### src/rtl/halfword_narrower.sv
// Purpose: narrows 32-bit words into 16-bit parcels, optionally dropping a zero upper half.
// Latency: first parcel is valid the cycle after the word is accepted.
// Backpressure: out_ready low freezes the parcel; in_ready is only raised when the last parcel leaves.
module halfword_narrower #(
    parameter int COMPRESS_EN = 1
) (
    input  logic        clk,
    input  logic        rst_n,
    input  logic        in_valid,
    output logic        in_ready,
    input  logic [31:0] in_word,
    output logic        out_valid,
    input  logic        out_ready,
    output logic [15:0] out_half,
    output logic        out_last,
    output logic        out_zext,
    output logic [7:0]  zext_cnt
);

    typedef enum logic [1:0] {
        IDLE    = 2'd0,
        SEND_LO = 2'd1,
        SEND_HI = 2'd2
    } state_t;

    state_t      r_state;
    state_t      w_state_nxt;
    logic [31:0] r_hold;
    logic [7:0]  r_zext_cnt;

    logic        w_compress;
    logic        w_out_xfer;
    logic        w_in_xfer;

    // A word may be sent as a single zero-extended parcel only when its upper half is zero.
    assign w_compress = (COMPRESS_EN != 0) && (r_hold[31:16] == 16'h0000);

    // Parcel outputs, handshakes and next state, all decoded from the current state.
    always_comb begin
        out_valid   = 1'b0;
        out_half    = 16'h0000;
        out_last    = 1'b0;
        out_zext    = 1'b0;
        w_state_nxt = r_state;

        case (r_state)
            SEND_LO: begin
                out_valid = 1'b1;
                out_half  = r_hold[15:0];
                out_last  = w_compress;
                out_zext  = w_compress;
            end
            SEND_HI: begin
                out_valid = 1'b1;
                out_half  = r_hold[31:16];
                out_last  = 1'b1;
                out_zext  = 1'b0;
            end
            default: begin
                out_valid = 1'b0;
            end
        endcase

        w_out_xfer = out_valid && out_ready;
        // Accepting alongside the final parcel keeps compressed words flowing at one per cycle.
        in_ready   = (r_state == IDLE) || (w_out_xfer && out_last);
        w_in_xfer  = in_valid && in_ready;

        case (r_state)
            IDLE: begin
                if (w_in_xfer) begin
                    w_state_nxt = SEND_LO;
                end
            end
            SEND_LO: begin
                if (w_out_xfer) begin
                    if (!out_last) begin
                        w_state_nxt = SEND_HI;
                    end else if (w_in_xfer) begin
                        w_state_nxt = SEND_LO;
                    end else begin
                        w_state_nxt = IDLE;
                    end
                end
            end
            SEND_HI: begin
                if (w_out_xfer) begin
                    w_state_nxt = w_in_xfer ? SEND_LO : IDLE;
                end
            end
            default: begin
                w_state_nxt = IDLE;
            end
        endcase
    end

    // State register; reset drops any partially sent word.
    always_ff @(posedge clk or negedge rst_n) begin
        if (!rst_n) begin
            r_state <= IDLE;
        end else begin
            r_state <= w_state_nxt;
        end
    end

    // Holding register captures the word only on an accepted input transfer.
    always_ff @(posedge clk or negedge rst_n) begin
        if (!rst_n) begin
            r_hold <= 32'h0000_0000;
        end else if (w_in_xfer) begin
            r_hold <= in_word;
        end
    end

    // Saturating count of words that left as a single zero-extended parcel.
    always_ff @(posedge clk or negedge rst_n) begin
        if (!rst_n) begin
            r_zext_cnt <= 8'h00;
        end else if (w_out_xfer && out_zext && (r_zext_cnt != 8'hFF)) begin
            r_zext_cnt <= r_zext_cnt + 8'd1;
        end
    end

    assign zext_cnt = r_zext_cnt;

endmodule

### config.mk
export PLATFORM = sky130hd
export DESIGN_NAME = halfword_narrower
export DESIGN_NICKNAME = d
export VERILOG_FILES = /design/src/rtl/halfword_narrower.sv
export SDC_FILE = /design/constraint.sdc
export NUM_CORES = 1
export LEC_CHECK = 0
export ABC_AREA = 1
export CAP_MARGIN = 25
export CORE_AREA = 4 4 80 82
export CTS_CLUSTER_SIZE = 8
export DETAILED_ROUTE_END_ITERATION = 6
export DIE_AREA = 0 0 84 86
export PLACE_DENSITY = 0.74
export SLEW_MARGIN = 10
export SYNTH_ARGS = -nofsm -noshare
export SYNTH_HDL_FRONTEND = slang
export SYNTH_SLANG_ARGS = --single-unit
### constraint.sdc
create_clock -name clk -period 2.2 [get_ports clk]
set_input_delay 0.44 -clock clk [delete_from_list [all_inputs] [get_ports clk]]
set_output_delay 0.44 -clock clk [all_outputs]
set_load 0.005 [all_outputs]
==> results.cfg, run 1 <==
; physical design summary
[status]
run_status = completed

[cells_and_area]
nNonClkInverters = 16
seqCellArea_sq_um = 1050
largest_register_ffs = 32
num-nonclk-buffers = 79
nonClkBufAreaFrac_pct = 22.3
fin_nets = 391
flops = 42
fillers = 584
num-clock-buffers = 6
fin_area_sq_um = 3030
regMostFlops = r_hold
diodes = 0
finalNonFillerCells = 426
clk_share_pct = 3.14
area_delta_synth_final_pct = 37.5
lay_top_count = nand2_1

[grt]
antenna_found_initial = 0
grt_max_degree = 36
grt.busiest_layer = met2
met3_usage_pct = 4.32
grt_pass1_wl_um = 9830

[power_and_ir_drop]
pwr-share-comb_pct = 47.7
leakagePower_nw = 1.47
clkPwrFrac_pct = 15.0
power.internal_mw = 1.99
power_leader = combinational logic
seqPwrFrac_pct = 37.3
swShare_pct = 42.6
powerClk_uw = 521

[place]
post_dp_cell_area_sq_um = 2930
place.gp.congestion = 0.936
port-buffer-count = 63

[hold_path]
holdCritPathClass = in2async

[floorplanning]
rows = 28
die_h_um = 86
tapCellCount = 75
coreArea_sq_um = 5750
die_area_sq_um = 7220
fp_util_pct = 38.3

[routing]
viasPerCell = 4.93
routed_wl_um = 5950
highest_layer = met4
routedLengthMet1_um = 2500
drc_errors = 0
wl_met2_um = 3050

[timing]
whs_ns = 0.231
fin_crit_ns = 2.13
hold_violations = 0
final-max-slew-violation-count = 0
finalWorstSetupSlack_ns = 0.0699
rsz0062_at_grt = true
tightest_slew_ns = 0.805

[worst_setup_path]
crit_top_cell = inv_1
r2r_cells = 13
crit_arrival_ns = 1.69
rrSetupSlack_ns = 0.23
path_cells = inv_1, ha_1, inv_1, buf_4, a21oi_1, dlygate4sd2_1
r2r-start = r_state[1]

[clocking]
cts_setup_buffers = 3
clockRootBuffer = clkbuf_8
clock-sinks = 42
clk_pin_slew_ns = 0.08
cts_tree = yes
numCtsBuffers = 5
clk_latency_ns = 0.30

[synth]
ys_chip_area_sq_um = 2200
async_flop_share_pct = 100
synth_top_area_share_pct = 47.7
synth_area_sq_um = 2200
synthMuxAreaShare_pct = 0.511
edf_count = 0
ys_sh_aoi_pct = 5.17
synthMostInstantiatedCell = nand2_1
ys_sh_simple_pct = 34.0
postSynthSeqShare_pct = 47.7
synthCells = 279
synth-xor-area-share_pct = 2.78
synth_nets = 320
run_1/m1.png
Drawn at 6 px/um. Supply wires on this layer in grey.
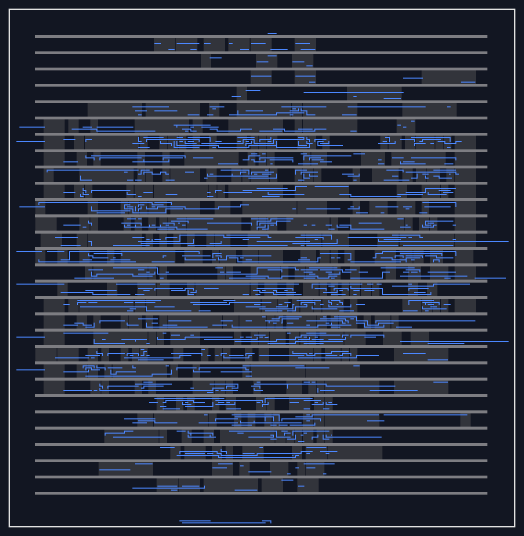
wire length on this layer: 2500 um
main direction: horizontal
longest straight run: 23.0 um
share of all routed wire: 42%
nets with wire on the layer: 337

run_1/m2.png
Drawn at 6 px/um.
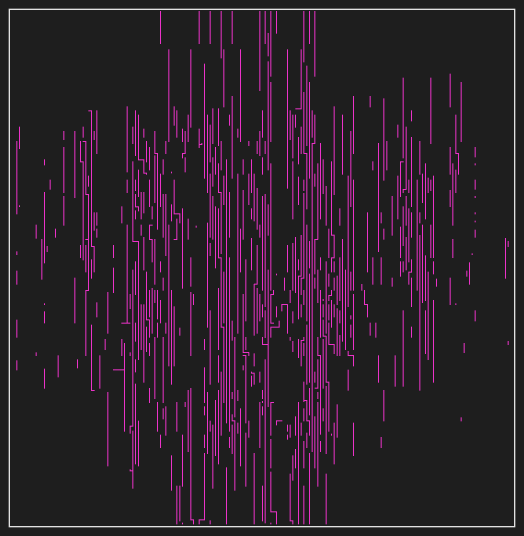
nets with wire on the layer: 317
main direction: vertical

run_1/m3.png
Drawn at 6 px/um.
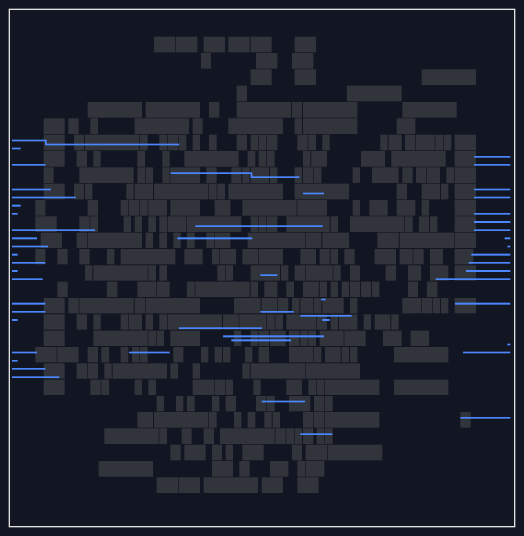
share of all routed wire: 5.9%
main direction: horizontal
nets with wire on the layer: 47
longest straight run: 22.1 um

run_1/congestion_map.png
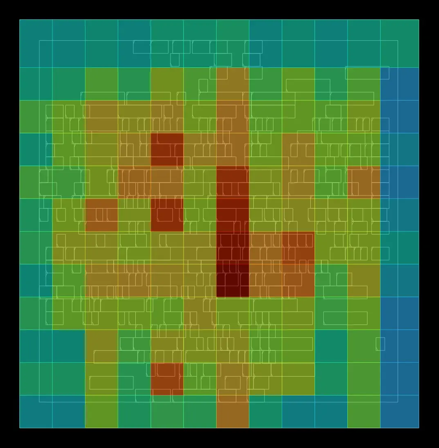
Total GRT Usage: 16.8%
post-layout util: 52.7%
routed len/inst: 14.0 um

run_1/clock_wires.png
Drawn at 3 px/um.
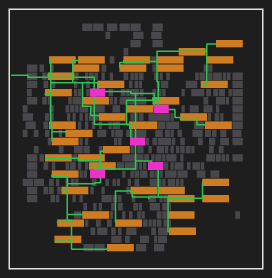

==> inputs of run 2 (changes only) <==
Settings changed: CORE_AREA 4 4 80 82 to 10 10 86 88, DIE_AREA 0 0 84 86 to 0 0 96 98.
run_2/clock_wires.png
Drawn at 3 px/um.
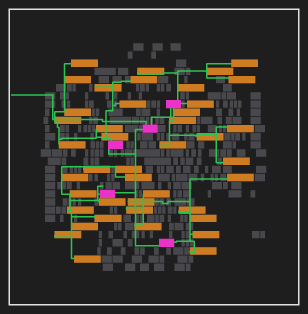
legend:
  clock wires:
    colour: green
    length: 552 um
  flip-flops:
    colour: orange
    count: 42
  clock-net drivers:
    colour: magenta
    count: 5
routed clock nets: 6

run_2/congestion_map.png
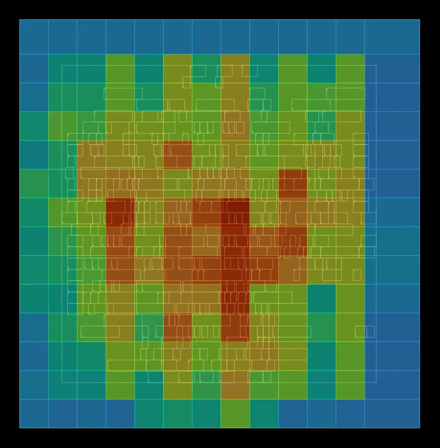
GR peak layer: met2
grt met1 use: 15.3%

==> run 2 against run 1 <==
Compared with the run above:
- via count decreased by 0.43%
- register-to-register slack got worse by 0.10 ns
- sequential power about the same
- sequential cell count unchanged
- die size increased by 30%
- cell count increased by 1.4%
- global-route usage decreased by 3.1 points
- hold slack got worse by 0.021 ns
- first-iteration DRC count decreased by 31%
- utilization increased by 1.2 points
- fmax decreased by 1.5%
- largest cell class unchanged
- largest power group unchanged
- highest routed layer unchanged
==> results.cfg, run 2 <==
; physical design summary
[worst_setup_path]
r2r-start = r_state[0]
rrSetupSlack_ns = 0.13
cp_num_buf_inv = 3
crit_type = reg2out
required_ns = 1.76
crit_top_cell = buf_4
critPathCaptureType = primary output
crit_slowest_cell = dfrtp_1
crit_arrival_ns = 1.72
cp_top_family = simple AND/OR/NAND/NOR gates
cp-endpoint = in_ready
worstPathMaxFanout = 2
reg2reg_to = r_hold[30]
critPathLaunch = r_state[0]
path_cells = buf_4, ha_4, nand2_1, nor2_1, nand3_1, nand2_2, buf_4, nand3_2, nand2_4, buf_2
r2r_cells = 13
startpoint_type = flop

[grt]
antenna_found_initial = 0
grt_use_met2_pct = 24.2
gr-total-overflow = 0
grt_pass1_wl_um = 10400
grt_max_degree = 43
groute.usage.overall_pct = 13.7

[routing]
antenna_left = 0
routed_wl_um = 6410
highest_layer = met4
wl_met2_um = 3260
routedLengthMet1_um = 2670
drc_errors = 0
viasPerCell = 4.84
drtIter0Drc = 84
wl_per_cell_um = 14.8

[synth]
postSynthSeqShare_pct = 47.7
ys_types = 26
syn_avg_cell_area_sq_um = 7.90
adder_share_pct = 2.84
edf_count = 0
ys_cells = 279
synthMostInstantiatedCell = nand2_1
synth_nets = 320
synth_top_cell_by_area = dfrtp_1
synth_warnings = 0
ys_sh_simple_pct = 34.0
synthCells = 279
synth_area_sq_um = 2200
ys_chip_area_sq_um = 2200
synthTopCellsByCount = nand2_1 (109), dfrtp_1 (42), nand3_1 (40), a21oi_1 (17), inv_1 (15)
ys_sh_aoi_pct = 5.17
synthMuxAreaShare_pct = 0.511
flop_cell = dfrtp_1
synth-xor-area-share_pct = 2.78
synth.logic.top_family = simple AND/OR/NAND/NOR gates
async_flop_share_pct = 100
synth_flops = 42
synth_top_area_share_pct = 47.7
top_cells_by_area = dfrtp_1 (48%), nand2_1 (19%), nand3_1 (9.1%), a21oi_1 (3.9%), ha_1 (2.8%)

[power_and_ir_drop]
clkPwrFrac_pct = 14.5
ir_worst_vdd_uv = 508
p_switching_mw = 1.51
power_leader = combinational logic
powerClk_uw = 524
seqPwrFrac_pct = 35.6
swShare_pct = 41.8
leakagePower_nw = 1.53
power.internal_mw = 2.10
power_density_nw_per_um2 = 1170
pwr-share-comb_pct = 49.9

[cells_and_area]
num-nonclk-buffers = 85
drive_gt1_share_pct = 16.0
regMostFlops = r_hold
logic_gates = 206
seqCellArea_sq_um = 1050
flops = 42
fin_util_pct = 53.9
area_delta_synth_final_pct = 40.7
num-clock-buffers = 7
lay_top_count = nand2_1
layout.area.top_class = sequential cells
fillers = 572
fin_area_sq_um = 3100
fin_nets = 397
nonClkBufAreaFrac_pct = 24.5
comb_share_pct = 33.7
finalNonFillerCells = 432
diodes = 0
clk_share_pct = 2.95
nNonClkInverters = 16
lay_top_cells = nand2_1 (108), clkdlybuf4s50_1 (42), dfrtp_1 (42)
mi_logic_area_sq_um = 1040
largest_register_ffs = 32

[timing]
hold_violations = 0
tns_ns = 0
final-max-slew-violation-count = 0
maxSlewHeadroom_pct = 63.6
setup_violations = 0
clock_skew_ns = 0.00251
finalWorstSetupSlack_ns = 0.0372
whs_ns = 0.210
fin_crit_sh_pct = 98.3
tightest_slew_ns = 0.547
fin_crit_ns = 2.16

[job]
cap_violations = 0
warning_count = 30

[floorplanning]
ioPinCount = 64
fp_util_pct = 38.3
coreArea_sq_um = 5750
die_h_um = 98
rows = 28
die_area_sq_um = 9410
tapCellCount = 75
fp.dieW_um = 96

[place]
dp_worst_setup_slack_ns = 0.0227
post_dp_cell_area_sq_um = 2960
dp_hpwl_um = 4710
place.gp.congestion = 0.901
port-buffer-count = 63

[clocking]
clock-sinks = 42
h-tree-depth = 2
cts_setup_buffers = 3
clk_latency_ns = 0.30
clk_pin_slew_ns = 0.08
post_cts_resized = 29
cts_tree = yes
numCtsBuffers = 5
clockRootBuffer = clkbuf_8
cts_hold_buf = 0

[hold_path]
holdCritPathClass = in2async

[status]
run_status = completed
run_2/m3.png
Drawn at 6 px/um.
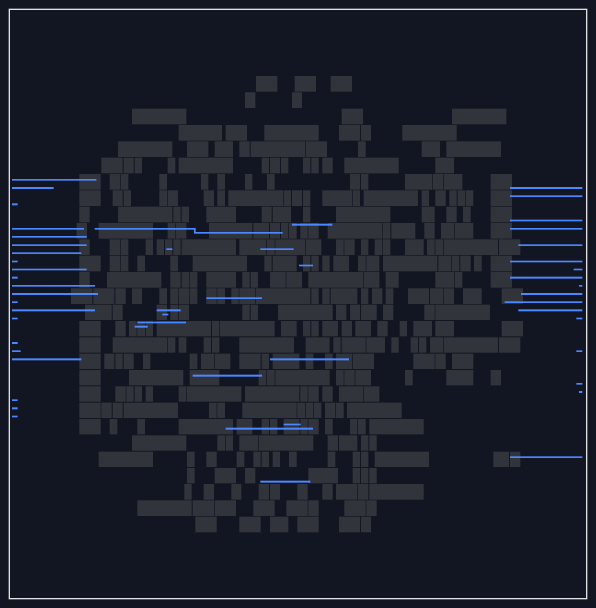
M3 GR Usage: 4.21%
DR vias: 2091

run_2/m1.png
Drawn at 4 px/um. Supply wires on this layer in grey.
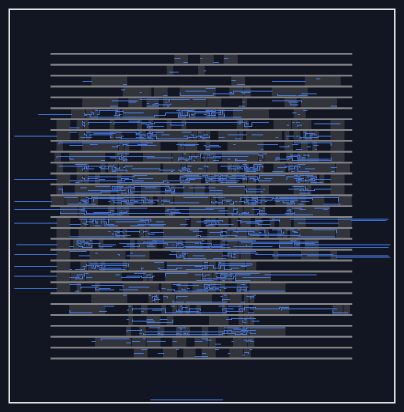

==> inputs of run 3 (changes only) <==
Settings changed: DONT_BUFFER_PORTS set to 1, PLACE_DENSITY 0.74 to 0.6.
run_3/m1.png
Drawn at 4 px/um. Supply wires on this layer in grey.
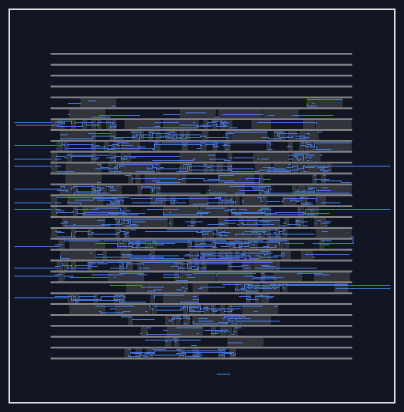
total wire length: 6010 um
grt met1 use: 16.1%
DR vias: 1844

run_3/congestion_map.png
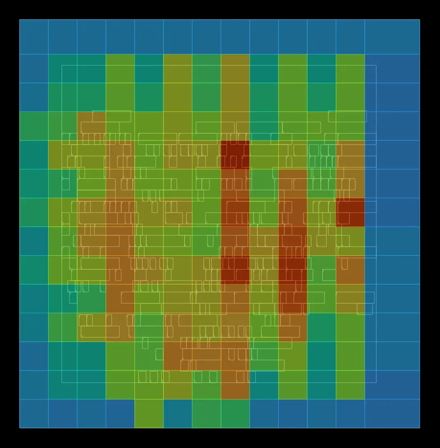
post-layout util: 42.8%
M3 GR Usage: 5.21%
GR Layer Usage met2: 19.0%
routed len/inst: 16.8 um
Total GRT Usage: 12.7%

run_3/clock_wires.png
Drawn at 3 px/um.
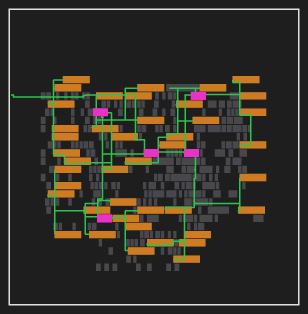
legend:
  flip-flops:
    colour: orange
    count: 42
  clock-net drivers:
    colour: magenta
    count: 5
  clock wires:
    colour: green
    length: 562 um
routed clock nets: 6

==> run 3 against run 2 <==
Compared with the run above:
- power shrank 8.9%
- area after synthesis stayed put
- combinational power down 23%
- critical path depth is 2 lower
- cell count down 17%
- sequential cell count is the same
- highest routed layer unchanged
==> results.cfg, run 3 <==
; physical design summary
[status]
run_status = completed

[worst_setup_path]
critPathLaunch = r_state[1]
critPathCaptureType = primary output
required_ns = 1.76
cp_top_family = simple AND/OR/NAND/NOR gates
cp-endpoint = in_ready
rrSetupSlack_ns = 0.28
crit_arrival_ns = 1.69
reg2reg_to = r_hold[30]
crit_type = reg2out
worstPathMaxFanout = 5
r2r-start = r_state[1]

[cells_and_area]
nonClkBufAreaFrac_pct = 3.87
finalNonFillerCells = 358
comb_share_pct = 42.6
seqCellArea_sq_um = 1050
flops = 42
logic_gates = 208
mi_logic_area_sq_um = 1050
diodes = 0
largest_register_ffs = 32
layout.area.top_class = sequential cells
area_delta_synth_final_pct = 11.6
fin_area_sq_um = 2460
fillers = 585
regMostFlops = r_hold
lay_top_cells = nand2_1 (109), dfrtp_1 (42), nand3_1 (39)
num-clock-buffers = 5
fin_nets = 323

[timing]
final-max-slew-violation-count = 0
clock_skew_ns = 0.00804
fin_crit_ns = 2.13
hold_violations = 0
tns_ns = 0
tightest_slew_ns = 0.380
setup_violations = 0

[clocking]
h-tree-depth = 2
numCtsBuffers = 5
cts_hold_buf = 2
clockRootBuffer = clkbuf_8
cts_tree = yes
clock-sinks = 42
clk_latency_ns = 0.30

[synth]
syn_avg_cell_area_sq_um = 7.90
synth_nets = 320
synthCells = 279
ys_sh_simple_pct = 34.0
synthMostInstantiatedCell = nand2_1
synth_flops = 42
synth-xor-area-share_pct = 2.78
ys_types = 26
ys_chip_area_sq_um = 2200
synth_top_area_share_pct = 47.7
synthTopCellsByCount = nand2_1 (109), dfrtp_1 (42), nand3_1 (40), a21oi_1 (17), inv_1 (15)
synthMuxAreaShare_pct = 0.511
edf_count = 0
flop_cell = dfrtp_1
synth_area_sq_um = 2200
async_flop_share_pct = 100
synth.logic.top_family = simple AND/OR/NAND/NOR gates
postSynthSeqShare_pct = 47.7
adder_share_pct = 2.84
ys_sh_aoi_pct = 5.17

[routing]
drtIter0Drc = 114
routedLengthMet1_um = 2500
drc_errors = 0
wl_met2_um = 2870
viasPerCell = 5.15

[grt]
grt_pass1_wl_um = 9430
antenna_found_initial = 0
grt_max_degree = 43
grt.busiest_layer = met2
gr-total-overflow = 0

[floorplanning]
die_h_um = 98
fp_util_pct = 38.3
ioPinCount = 64
coreArea_sq_um = 5750
tapCellCount = 75
rows = 28
fp.dieW_um = 96

[power_and_ir_drop]
powerClk_uw = 624
clkPwrFrac_pct = 18.9
ir_worst_vdd_uv = 489
leakagePower_nw = 1.19
power.internal_mw = 1.87
power_density_nw_per_um2 = 1340
swShare_pct = 43.2

[place]
dp_hpwl_um = 4330
post_dp_cell_area_sq_um = 2260
dp_worst_setup_slack_ns = 0.185

[job]
warning_count = 29
Power figures rest on the tool's default switching activity, not on a simulated workload.
